File: config.mk
export PLATFORM = sky130hd
export DESIGN_NAME = io_bus_arbiter
export DESIGN_NICKNAME = d
export VERILOG_FILES = /design/src/rtl/io_bus_pkg.sv /design/src/rtl/rr_arb2.sv /design/src/rtl/io_bus_arbiter.sv
export SDC_FILE = /design/constraint.sdc
export NUM_CORES = 1
export LEC_CHECK = 0
export CAP_MARGIN = 20
export CELL_PAD_IN_SITES_DETAIL_PLACEMENT = 1
export CELL_PAD_IN_SITES_GLOBAL_PLACEMENT = 2
export CORE_ASPECT_RATIO = 0.7
export CORE_UTILIZATION = 18
export DETAILED_ROUTE_END_ITERATION = 8
export GPL_TIMING_DRIVEN = 0
export PLACE_DENSITY_LB_ADDON = 0.25
export SKIP_LAST_GASP = 1
export SYNTH_ARGS = -nofsm -noshare
export SYNTH_HDL_FRONTEND = slang
export SYNTH_SLANG_ARGS = --single-unit
File: constraint.sdc
create_clock -name clk -period 3 [get_ports clk]
set_input_delay 0.9 -clock clk [delete_from_list [all_inputs] [get_ports clk]]
set_output_delay 0.9 -clock clk [all_outputs]
set_load 0.02 [all_outputs]
File: src/rtl/io_bus_pkg.sv
// ============================================================================
// Module      : io_bus_pkg
// Description : Shared types and constants for the I/O bus arbiter slice.
// Revision    : 1.0
// ============================================================================
`default_nettype none

package io_bus_pkg;

  localparam int          c_BUS_W     = 32;
  localparam logic [31:0] c_IDLE_ADDR = 32'h0000_0000;

  // Device map on the shared I/O bus
  localparam logic [31:0] c_LEDR_ADDR  = 32'hF000_0004;
  localparam logic [31:0] c_KEY_ADDR   = 32'hF000_0010;
  localparam logic [31:0] c_SW_ADDR    = 32'hF000_0014;
  localparam logic [31:0] c_TIMER_ADDR = 32'hF000_0020;

  typedef enum logic [1:0] {
    ST_IDLE = 2'd0,
    ST_OWN0 = 2'd1,
    ST_OWN1 = 2'd2
  } arb_state_e;

endpackage

`default_nettype wire

File: src/rtl/rr_arb2.sv
// ============================================================================
// Module      : rr_arb2
// Description : Combinational two-way picker; ptr_i = 1 favours requester 1.
// Revision    : 1.0
// ============================================================================
`default_nettype none

module rr_arb2 (
  input  logic [1:0] req_i,
  input  logic       ptr_i,
  output logic [1:0] pick_o
);

  always_comb begin
    pick_o = req_i;
    if (req_i == 2'b11) begin
      pick_o = ptr_i ? 2'b10 : 2'b01;
    end
  end

endmodule

`default_nettype wire

File: src/rtl/io_bus_arbiter.sv
// ============================================================================
// Module      : io_bus_arbiter
// Description : Two-master arbiter for the shared I/O bus with burst cap and
//               tagged read return. IOARB_FIXED_PRIO_EN selects m0 priority.
// Revision    : 1.0
// ============================================================================
`default_nettype none

module io_bus_arbiter
  import io_bus_pkg::*;
#(
  parameter int          MAX_BURST = 8,
  parameter logic [31:0] IDLE_ADDR = c_IDLE_ADDR
) (
  input  logic                clk,
  input  logic                reset,
  input  logic                m0_req,
  input  logic                m0_wren,
  input  logic [c_BUS_W-1:0]  m0_abus,
  input  logic [c_BUS_W-1:0]  m0_dbus,
  output logic                m0_gnt,
  output logic                m0_rvalid,
  output logic [c_BUS_W-1:0]  m0_rdata,
  input  logic                m1_req,
  input  logic                m1_wren,
  input  logic [c_BUS_W-1:0]  m1_abus,
  input  logic [c_BUS_W-1:0]  m1_dbus,
  output logic                m1_gnt,
  output logic                m1_rvalid,
  output logic [c_BUS_W-1:0]  m1_rdata,
  output logic [c_BUS_W-1:0]  abus,
  output logic [c_BUS_W-1:0]  dbus,
  output logic                wren,
  input  logic [c_BUS_W-1:0]  dbusin
);

  localparam logic [7:0] c_BURST_LAST = 8'(MAX_BURST - 1);

  arb_state_e         state_q, state_d;
  logic [7:0]         burst_q, burst_d;
  logic [1:0]         w_req, w_pick;
  logic               w_force0, w_force1;
  logic               w_acc0, w_acc1;
  logic               rd_vld_q, rd_tag_q;
  logic [c_BUS_W-1:0] rdata0_q, rdata1_q;

  assign w_req    = {m1_req, m0_req};
  assign w_force1 = (burst_q == c_BURST_LAST);

`ifdef IOARB_FIXED_PRIO_EN
  assign w_pick   = w_req[0] ? 2'b01 : {w_req[1], 1'b0};
  assign w_force0 = 1'b0;
`else
  logic ptr_q, ptr_d;

  assign w_force0 = (burst_q == c_BURST_LAST);

  rr_arb2 u_rr_arb2 (
    .req_i  (w_req),
    .ptr_i  (ptr_q),
    .pick_o (w_pick)
  );

  // Entering an owner state hands the next tie to the other master
  always_comb begin
    ptr_d = ptr_q;
    if (state_d != state_q) begin
      if (state_d == ST_OWN0) ptr_d = 1'b1;
      else if (state_d == ST_OWN1) ptr_d = 1'b0;
    end
  end

  always_ff @(posedge clk) begin
    if (reset) ptr_q <= 1'b0;
    else       ptr_q <= ptr_d;
  end
`endif

  always_ff @(posedge clk) begin
    if (reset) begin
      state_q <= ST_IDLE;
      burst_q <= '0;
    end else begin
      state_q <= state_d;
      burst_q <= burst_d;
    end
  end

  always_comb begin
    state_d = state_q;
    case (state_q)
      ST_IDLE: begin
        if (w_pick[0])      state_d = ST_OWN0;
        else if (w_pick[1]) state_d = ST_OWN1;
      end
      ST_OWN0: begin
        if (!m0_req)                  state_d = m1_req ? ST_OWN1 : ST_IDLE;
        else if (m1_req && w_force0)  state_d = ST_OWN1;
      end
      ST_OWN1: begin
        if (!m1_req)                  state_d = m0_req ? ST_OWN0 : ST_IDLE;
        else if (m0_req && w_force1)  state_d = ST_OWN0;
      end
      default: state_d = ST_IDLE;
    endcase

    // Counter parks at the cap while unopposed so it never wraps
    if (state_d != state_q)                                   burst_d = '0;
    else if (state_q != ST_IDLE && burst_q != c_BURST_LAST)   burst_d = burst_q + 8'd1;
    else                                                      burst_d = burst_q;
  end

  always_comb begin
    m0_gnt = (state_q == ST_OWN0);
    m1_gnt = (state_q == ST_OWN1);
    w_acc0 = m0_gnt & m0_req;
    w_acc1 = m1_gnt & m1_req;
    abus   = IDLE_ADDR;
    dbus   = '0;
    wren   = 1'b0;
    if (w_acc0) begin
      abus = m0_abus;
      dbus = m0_dbus;
      wren = m0_wren;
    end else if (w_acc1) begin
      abus = m1_abus;
      dbus = m1_dbus;
      wren = m1_wren;
    end
  end

  // Return tag is captured at issue so a hand-over cannot misroute data
  always_ff @(posedge clk) begin
    if (reset) begin
      rd_vld_q <= 1'b0;
      rd_tag_q <= 1'b0;
      rdata0_q <= '0;
      rdata1_q <= '0;
    end else begin
      rd_vld_q <= (w_acc0 & ~m0_wren) | (w_acc1 & ~m1_wren);
      rd_tag_q <= w_acc1;
      if (m0_rvalid) rdata0_q <= dbusin;
      if (m1_rvalid) rdata1_q <= dbusin;
    end
  end

  assign m0_rvalid = rd_vld_q & ~rd_tag_q;
  assign m1_rvalid = rd_vld_q &  rd_tag_q;
  assign m0_rdata  = m0_rvalid ? dbusin : rdata0_q;
  assign m1_rdata  = m1_rvalid ? dbusin : rdata1_q;

endmodule

`default_nettype wire
### Port wiring, run 1

Scale bar: 50 µm.
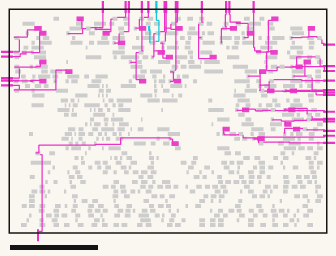
Key: cyan = `m1_rvalid` [direction output, edge north, end cells 1, buffers 1, wire 28.5 µm]; magenta = `m0_rdata` [direction output, edge 13 north, 13 east, 5 west, 1 south, end cells 32, buffers 32, wire 1200 µm]
PortBufs: 297
IO Count: 299

### Sequential cells colored by netlist name, run 1

Scale bar: 50 µm.
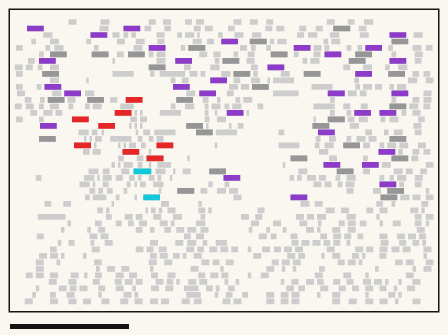
Key: cyan = `state_q` [placed flops 2]; purple = `rdata0_q` [placed flops 32]; red = `burst_q` [placed flops 8, where west]
Util after Layout: 34.65%
register area: 1543 µm²
Seq group: 0.00104 W
sequential fraction of total cell area: 21.06%

### Power grid, run 1

Scale bar: 50 µm. Pins as bars on the die edge. Tap cells in gray.
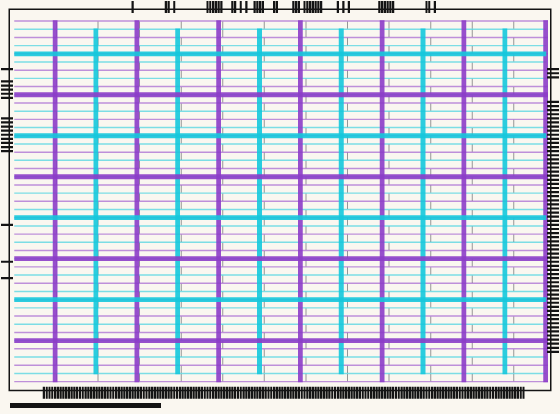
Key: cyan = VDD; purple = VSS
13 straps on met4. 299 signal pins sit on the boundary. 276 tap cells. The core has 44 rows. 45 met1 rails follow the rows.
peak supply drop: 0.2608 mV
Core ar.: 21140 µm²

==> flow_summary.json, run 1 <==
{
  "critPathSlowestCell": "bufbuf_16",
  "report.final.slew_viol_count": 0,
  "p_per_area_nw_per_um2": 381.2,
  "yosys.area.top_type": "dfxtp_1",
  "antenna_found_initial": 0,
  "n_fill_cell": 2407,
  "place_area_um2": 7276,
  "switching_share_pct": 24.74,
  "worst_ep_required_time_ps": 2100,
  "finalPower_w": 0.002792,
  "worst_pin_slew_ps": 491.9,
  "comb_cells": 268,
  "final_hold_viol_count": 0,
  "grt_pass1_vias": 4424,
  "grt_pass1_wl_um": 27190,
  "warnings": 28,
  "gr-usage-met1_pct": 20.61,
  "clk-insertion-delay-late_ps": 330,
  "stdcell_count": 970,
  "drt_wl_total_um": 18430,
  "syn_to_final_growth_pct": 85.08,
  "clk_path_buf_depth": 2,
  "drtPass1Iterations": 6,
  "xor_share_pct": 1.549,
  "top_cells_by_count": "dfxtp_1 (77), a22o_1 (65), and2_1 (65), mux2_2 (64), buf_2 (17)",
  "synthMostInstantiatedCell": "dfxtp_1",
  "inverters_excl_clock": 4,
  "critPathMaxFanout": 10,
  "syn_area_um2": 3958,
  "drc": 34,
  "met3_length_um": 1208,
  "yosys_area_um2": 3958,
  "grt_max_degree": 14,
  "route.met2.wl_um": 8979,
  "yosys_register_bits": 77,
  "dp_cells": 954,
  "cts-root-buf": "clkbuf_16",
  "clkCellAreaFrac_pct": 4.339,
  "die_area_um2": 22590,
  "cp_cell_sequence": "bufbuf_16 -> and3b_2 -> buf_6 -> clkbuf_8 -> a22o_4 -> buf_4",
  "ff2ff_setup_slack_ps": 520,
  "nNonClkBuffers": 329,
  "dr.max_layer_used": "met4",
  "flop_cell": "dfxtp_1",
  "p_clk_share_pct": 41.4,
  "final_nets": 857,
  "internal-power_w": 0.002101,
  "num_rows": 44,
  "ys_top_logic_family": "multiplexers",
  "critPathCaptureType": "primary output",
  "hold_class": "flop to flop",
  "vias_per_cell": 4.247,
  "r2r-end": "ptr_q$_SDFFE_PP0P_",
  "dominant_cells": "buffers",
  "post_drt_wl_per_cell_um": 19.00,
  "p_leak_nw": 3.430,
  "fp.dieH_um": 126.1,
  "p_switching_w": 0.0006908,
  "ff_count": 77,
  "num_antenna_cells": 0,
  "syn_area_per_cell_um2": 10.39,
  "path_clk_slew_ps": 50,
  "vias": 4120,
  "yosysCellCount": 381,
  "cpPeakStageDelay_ps": 250,
  "fin_skew_ps": 7.968,
  "synth_cells": 381,
  "drtIter0Drc": 156,
  "clkbuf_count": 11,
  "cts.sinks": 77,
  "layout_top_cell": "clkdlybuf4s50_1",
  "grt_util_all_layers_pct": 15.98,
  "ant_nets": 0,
  "maxCapViolations": 0,
  "reg.largest.list": "rdata0_q (32), rdata1_q (32), burst_q (8)",
  "ys_sh_mux_pct": 18.72,
  "wl_met1_um": 8121,
  "startpoint_type": "primary input",
  "met2_usage_pct": 27.23,
  "cts_resized": 315,
  "htreeDepth": 3,
  "synth_async_sr_flop_share_pct": 0,
  "whs_ps": 514.6,
  "seq_power_share_pct": 37.4,
  "setup_viol": 0,
  "final_cell_mix": "clkdlybuf4s50_1 (167), dfxtp_1 (76), and2_1 (65), mux2_2 (64), dlygate4sd2_1 (64)",
  "grt-ovfl-total": 0,
  "fin_area_um2": 7325,
  "ys_seq_share_pct": 38.95,
  "setup_tns_ps": 0,
  "r2r_cells": 8,
  "cts_tree": "built",
  "hold_start": "burst_q[7]$_SDFFE_PP0P_",
  "comb_share_pct": 30.51,
  "rsz0062_at_grt": "true",
  "run_status": "finished with violations",
  "crit_arrival_ps": 2100,
  "maxSlewHeadroom_pct": 67.20,
  "path_delay_family": "buffers and inverters",
  "synth.top_cell.area_share_pct": 38.95,
  "logic_area_um2": 2235,
  "preCtsSetupSlack_ps": -1056,
  "aoi_share_pct": 17.89,
  "busiest_layer": "met2",
  "edf_count": 0,
  "failed_checks": "DRC",
  "fin_crit_ps": 2998,
  "comb_power_w": 0.000591,
  "combPwrFrac_pct": 21.2,
  "drive_gt1_share_pct": 26.51,
  "max_freq_mhz": 333.6
}
==> run 1 -> run 2 <==
Settings changed: CTS_CLUSTER_SIZE from default to 16, GPL_ROUTABILITY_DRIVEN from default to 0.
### Power grid, run 2

Scale bar: 50 µm. Pins as bars on the die edge. Tap cells in gray.
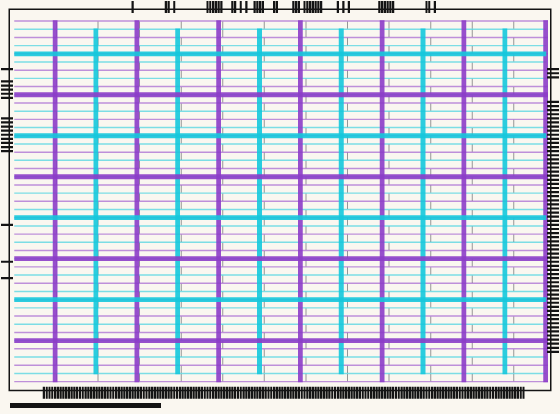
Key: cyan = VDD; purple = VSS
The core has 44 rows. 276 tap cells. 8 straps on met5. 45 met1 rails follow the rows.
chip height: 126.1 µm
Die Wd: 179.2 µm

==> run 2 against run 1 <==
Net effect:
- the flow still finishes with violations (DRC)
- clock power is about 10% lower
- final area hardly changed
- setup slack improved by 16 ps
- hold slack improved by 11 ps
- critical path type unchanged
- critical path depth did not move
- sequential cell count unchanged
- wire length fell by 1.9%
- critical endpoint is now abus[6]
- combinational power hardly changed
- clock skew decreased by 3.4 ps
- synthesized cell count unchanged
- register-to-register slack barely moved
- utilization barely moved
==> flow_summary.json, run 2 <==
{
  "ff_count": 77,
  "aoi_share_pct": 17.89,
  "syn_area_um2": 3958,
  "fin_area_um2": 7323,
  "clk_path_buf_depth": 2,
  "busiest_layer": "met2",
  "path_clk_slew_ps": 60,
  "cts-root-buf": "clkbuf_16",
  "setup_tns_ps": 0,
  "switching_share_pct": 27.29,
  "dominant_cells": "buffers",
  "htreeDepth": 3,
  "drt_wl_total_um": 18080,
  "critPathSlowestCell": "bufbuf_16",
  "drc": 34,
  "grt-ovfl-total": 0,
  "drtPass1Iterations": 6,
  "rsz0062_at_grt": "true",
  "io_buffer_count": 297,
  "numCtsBuffers": 9,
  "num_rows": 44,
  "hold_start": "burst_q[7]$_SDFFE_PP0P_",
  "gr-usage-met1_pct": 20.54,
  "critPathCaptureType": "primary output",
  "setup_viol": 0,
  "comb_power_w": 0.000591,
  "seq_power_share_pct": 39.1,
  "cts-hold-fix-buffers": 0,
  "path_delay_family": "buffers and inverters",
  "ff2ff_setup_slack_ps": 510,
  "die_area_um2": 22590,
  "antenna_found_initial": 0,
  "num_antenna_cells": 0,
  "ys_top_logic_family": "multiplexers",
  "io_pins": 299,
  "syn_area_per_cell_um2": 10.39,
  "clk-insertion-delay-late_ps": 330,
  "critPathMaxFanout": 10,
  "yosys_register_bits": 77,
  "route.met2.wl_um": 8732,
  "max_freq_mhz": 335.4,
  "final_nets": 858,
  "top_cells_by_count": "dfxtp_1 (77), a22o_1 (65), and2_1 (65), mux2_2 (64), buf_2 (17)",
  "r2r_cells": 8,
  "met2_usage_pct": 27.28,
  "cts_resized": 327,
  "warnings": 28,
  "worst_ep_required_time_ps": 2100,
  "p_switching_w": 0.0007289,
  "p_per_area_nw_per_um2": 364.8,
  "xor_share_pct": 1.549,
  "maxCapViolations": 0,
  "flop_cell": "dfxtp_1",
  "yosys.area.top_type": "dfxtp_1",
  "comb_share_pct": 30.51,
  "synth.top_cell.area_share_pct": 38.95,
  "nNonClkBuffers": 330,
  "ys_seq_share_pct": 38.95,
  "preCtsSetupSlack_ps": -1038,
  "startpoint_type": "primary input",
  "final_hold_viol_count": 0,
  "ir_drop_mv": 0.2383,
  "drive_gt1_share_pct": 26.47,
  "yosysCellCount": 381,
  "combPwrFrac_pct": 22.1,
  "reg.largest.list": "rdata0_q (32), rdata1_q (32), burst_q (8)",
  "r2r-end": "ptr_q$_SDFFE_PP0P_",
  "fin_crit_ps": 2982,
  "final_cell_mix": "clkdlybuf4s50_1 (167), dfxtp_1 (77), dlygate4sd2_1 (66), and2_1 (65), mux2_2 (64)",
  "syn_to_final_growth_pct": 85.05,
  "grt_max_degree": 16,
  "internal-power_w": 0.001942,
  "met3_length_um": 1179,
  "cp_cell_sequence": "bufbuf_16 -> and3b_2 -> buf_6 -> clkbuf_8 -> a22o_4 -> buf_4",
  "ant_nets": 0,
  "finalPower_w": 0.002671,
  "cts_tree": "built",
  "flop_area_um2": 1541,
  "fin_skew_ps": 4.551,
  "failed_checks": "DRC",
  "drtIter0Drc": 170,
  "p_leak_nw": 3.425,
  "place_area_um2": 7276,
  "synthMostInstantiatedCell": "dfxtp_1",
  "edf_count": 0,
  "ys_sh_mux_pct": 18.72,
  "pg_seq_w": 0.00104,
  "coreArea_um2": 21140,
  "post_drt_wl_per_cell_um": 18.62,
  "wl_met1_um": 8120,
  "dr.max_layer_used": "met4",
  "worst_pin_slew_ps": 483.9,
  "grt_pass1_vias": 4477,
  "clkbuf_count": 9,
  "inverters_excl_clock": 4,
  "whs_ps": 525.5,
  "p_clk_share_pct": 38.8,
  "postLayoutCoreUtil_pct": 34.64,
  "layout_top_cell": "clkdlybuf4s50_1",
  "crit_arrival_ps": 2080,
  "stdcell_count": 971,
  "run_status": "finished with violations",
  "report.final.slew_viol_count": 0,
  "synth_cells": 381,
  "comb_cells": 268,
  "synth_async_sr_flop_share_pct": 0,
  "cts.sinks": 77,
  "yosys_area_um2": 3958,
  "dp_cells": 954,
  "vias": 4154,
  "cpPeakStageDelay_ps": 250,
  "logic_area_um2": 2235,
  "hold_class": "flop to flop",
  "n_fill_cell": 2424,
  "grt_pass1_wl_um": 27110,
  "seq-cell-share_pct": 21.05
}
Power is estimated from default activity; no workload was simulated.
